Gate families picked out:
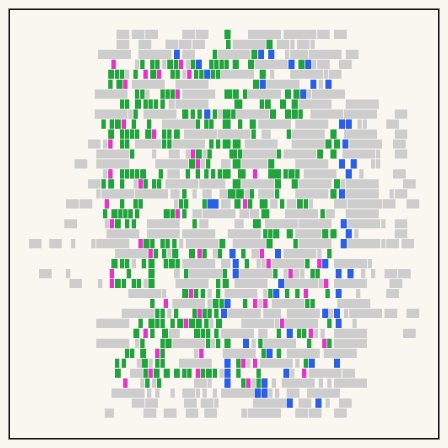
Cell density map:
12 x 12 tiles, from white (low) to dark blue (high), 0 to 100% covered.
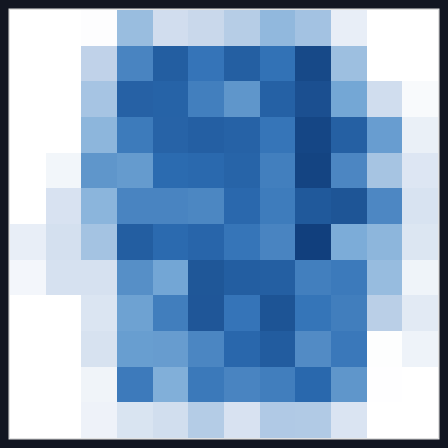
--- config.mk ---
export PLATFORM = sky130hd
export DESIGN_NAME = rv_pipe_stage
export DESIGN_NICKNAME = d
export VERILOG_FILES = /design/src/rtl/rv_pipe_stage.sv
export SDC_FILE = /design/constraint.sdc
export NUM_CORES = 1
export LEC_CHECK = 0
export ABC_AREA = 1
export CORE_MARGIN = 5
export CORE_UTILIZATION = 45
export DETAILED_ROUTE_END_ITERATION = 12
export PLACE_DENSITY = 0.77
export SLEW_MARGIN = 40
export SYNTH_ARGS = -nofsm -noshare
export SYNTH_HDL_FRONTEND = slang
export SYNTH_SLANG_ARGS = --single-unit
--- constraint.sdc ---
create_clock -name clk -period 2.1 [get_ports clk]
set_input_delay 0.42 -clock clk [delete_from_list [all_inputs] [get_ports clk]]
set_output_delay 0.42 -clock clk [all_outputs]
set_load 0.02 [all_outputs]
--- src/rtl/rv_pipe_stage.sv ---
// ---------------------------------------------------------------------------
// rv_pipe_stage
//
// Elastic pipeline register: carries DATA_WIDTH-bit beats through STAGES
// registered stages with a valid/ready handshake. A one-entry skid buffer in
// front of stage 0 absorbs the beat that arrives while the pipe is stalled,
// so in_ready comes straight from a flop and never depends combinationally
// on out_ready. Bubbles between beats are squeezed out under back-pressure.
//
// Parameters:
//   DATA_WIDTH - payload width in bits (>= 1)
//   STAGES     - number of payload register stages (1..8)
//   CLR_DATA   - 1: flush also zeroes data registers; 0: flush clears valids
//
// Ports:
//   clk        - clock, all state changes on its rising edge
//   rstn       - asynchronous active-low reset
//   flush      - synchronous clear of all in-flight beats (highest priority)
//   in_valid   - upstream beat present
//   in_ready   - block can take a beat (registered)
//   in_data    - upstream payload
//   out_valid  - last stage holds a beat
//   out_ready  - downstream accepts
//   out_data   - last stage payload
//   occupancy  - registered count of valid entries (stages + skid)
// ---------------------------------------------------------------------------
module rv_pipe_stage #(
    parameter int DATA_WIDTH = 32,
    parameter int STAGES     = 2,
    parameter bit CLR_DATA   = 1'b1,
    localparam int OCC_W     = $clog2(STAGES + 2)
) (
    input  logic                  clk,
    input  logic                  rstn,
    input  logic                  flush,
    input  logic                  in_valid,
    output logic                  in_ready,
    input  logic [DATA_WIDTH-1:0] in_data,
    output logic                  out_valid,
    input  logic                  out_ready,
    output logic [DATA_WIDTH-1:0] out_data,
    output logic [OCC_W-1:0]      occupancy
);

    // Stage registers; index STAGES-1 drives the outputs.
    logic [STAGES-1:0]     v_q;
    logic [DATA_WIDTH-1:0] d_q [STAGES];
    // Skid entry.
    logic                  sv_q;
    logic [DATA_WIDTH-1:0] sd_q;
    logic                  in_ready_q;
    logic [OCC_W-1:0]      occ_q;

    // Next-state values.
    logic [STAGES-1:0]     v_nxt;
    logic [DATA_WIDTH-1:0] d_nxt [STAGES];
    logic                  sv_nxt;
    logic [DATA_WIDTH-1:0] sd_nxt;
    logic [OCC_W-1:0]      occ_nxt;

    // rdy[i]: stage i may load this cycle; rdy[STAGES] is the downstream port.
    logic [STAGES:0]       rdy;
    logic                  take;

    always_comb begin : next_state
        // NOTE: every variable gets a default before any conditional update,
        // otherwise paths that skip an assignment infer latches.
        v_nxt  = v_q;
        sv_nxt = sv_q;
        sd_nxt = sd_q;
        for (int i = 0; i < STAGES; i++) begin
            d_nxt[i] = d_q[i];
        end
        occ_nxt = '0;

        // NOTE: blocking assignments here model combinational intent; each
        // rdy bit reads the one above it computed earlier in this same pass.
        rdy         = '0;
        rdy[STAGES] = out_ready;
        for (int i = STAGES - 1; i >= 0; i--) begin
            rdy[i] = ~v_q[i] | rdy[i+1];
        end

        // Stages 1..STAGES-1 pull from the stage behind them whenever free or
        // draining; a bubble is simply copied forward and then overwritten.
        for (int i = 1; i < STAGES; i++) begin
            if (rdy[i]) begin
                v_nxt[i] = v_q[i-1];
                d_nxt[i] = d_q[i-1];
            end
        end

        // Input handshake; in_ready is exactly !sv.
        take = in_valid & ~sv_q;

        if (rdy[0]) begin
            if (sv_q) begin
                // The skid beat is older than anything arriving now.
                v_nxt[0] = 1'b1;
                d_nxt[0] = sd_q;
                sv_nxt   = 1'b0;
            end else if (take) begin
                v_nxt[0] = 1'b1;
                d_nxt[0] = in_data;
            end else begin
                v_nxt[0] = 1'b0;
            end
        end else if (take) begin
            // Pipe stalled: park the accepted beat in the skid.
            sv_nxt = 1'b1;
            sd_nxt = in_data;
        end

        // Flush overrides everything above, including any accepted input.
        if (flush) begin
            v_nxt  = '0;
            sv_nxt = 1'b0;
            if (CLR_DATA) begin
                for (int i = 0; i < STAGES; i++) begin
                    d_nxt[i] = '0;
                end
                sd_nxt = '0;
            end
        end

        for (int i = 0; i < STAGES; i++) begin
            occ_nxt = occ_nxt + OCC_W'(v_nxt[i]);
        end
        occ_nxt = occ_nxt + OCC_W'(sv_nxt);
    end

    // NOTE: the data registers are reset along with the valids because
    // out_data must read zero after reset; a pure datapath could skip this.
    always_ff @(posedge clk or negedge rstn) begin
        if (!rstn) begin
            v_q        <= '0;
            sv_q       <= 1'b0;
            sd_q       <= '0;
            in_ready_q <= 1'b1;
            occ_q      <= '0;
            for (int i = 0; i < STAGES; i++) begin
                d_q[i] <= '0;
            end
        end else begin
            v_q        <= v_nxt;
            sv_q       <= sv_nxt;
            sd_q       <= sd_nxt;
            in_ready_q <= ~sv_nxt;
            occ_q      <= occ_nxt;
            for (int i = 0; i < STAGES; i++) begin
                d_q[i] <= d_nxt[i];
            end
        end
    end

    assign in_ready  = in_ready_q;
    assign out_valid = v_q[STAGES-1];
    assign out_data  = d_q[STAGES-1];
    assign occupancy = occ_q;

endmodule

==> Changelog: implementation <==
### Metrics

* Outcome: finished, final reports clean
* Comb gates at approximately 400
* Setup violators final at 0
* Clk ins delay skew pair at ~340 ps
* Dominant flop cell: dfrtp_1
* Clk pwr share at approximately 37%
* DP HPWL at roughly 8 mm
* AND-OR/OR-AND Cells, Area Fraction at 5.14%
* Clk sink count at roughly 100
* DIE WIDTH at around 120 µm
* Fin. max-slew vios at 0
* Clock Skews at about 4.3 ps
* Crit path depth at 1
* CTS max path bufs at 2
* Fin util at between 50 and 60%
* FF-to-FF Start: sv_q$_DFF_PN0_
* VDD IR max at a little over 400 µV
* GR Util met2 at approximately a quarter
* Ys async rst share at 100%
* CP bufs+invs at 1
* Main logic family: simple AND/OR/NAND/NOR gates
* WL per Instance at ~13 µm
* Nets at between 700 and 800
* # fillers at roughly 1100
* WS Path Type: reg2out
* Slew HR at approximately 65%
* Register area at between 2000 and 3000 µm²
* Dominant cell area share at slightly below 50%
* Pint at between 3 and 4 mW
* Yosys Instances at 678
* Log Warnings at 26
* Logic share of the area at approximately 29%
About 'gate families picked out':
legend:
  magenta:
    family: NOR gates
    cells: 49
  green:
    family: NAND gates
    cells: 298
  blue:
    family: inverting AOI/OAI gates
    cells: 52
Top cell excl fill/tap: nand2_1
Post-Layout Cell Count: 853

About 'cell density map':
nearly empty tiles: 19%
mean over tiles: 43%
fullest tile: 94%
Pre-Place Util: 45.4%
core footprint: 11300 µm²

==> cell usage in the layout (no fill, tap or decap), types with 2 or more instances in the layout <==
master             n
clkbuf_8           2
nor2_1            49
nand4_1           13
clkinv_2           3
nand3_1           83
dfrtp_1          101
buf_12             4
o21ai_1            6
o21ai_0           41
buf_4             15
inv_4              2
clkbuf_16          9
clkdlybuf4s50_1   70
inv_1             98
a21oi_1            4
nand2_2            3
nand2_1          198
==> per-stage QoR <==
step	instance area, µm²	hold slack (ps)
2_1_floorplan	5130	124
3_3_place_gp	5750	408
3_5_place_dp	5750	406
4_1_cts	6040	41.3
5_1_grt	6040	64.5
6_report	6040	31.3
==> sequential cells by signal (all words and copies together), names as in the netlist <==
signal,flops
d_q,32
in_ready,1
occupancy,2
out_data,32
sd_q,32
sv_q,1
v_q,2
Power is estimated from default activity; no workload was simulated.
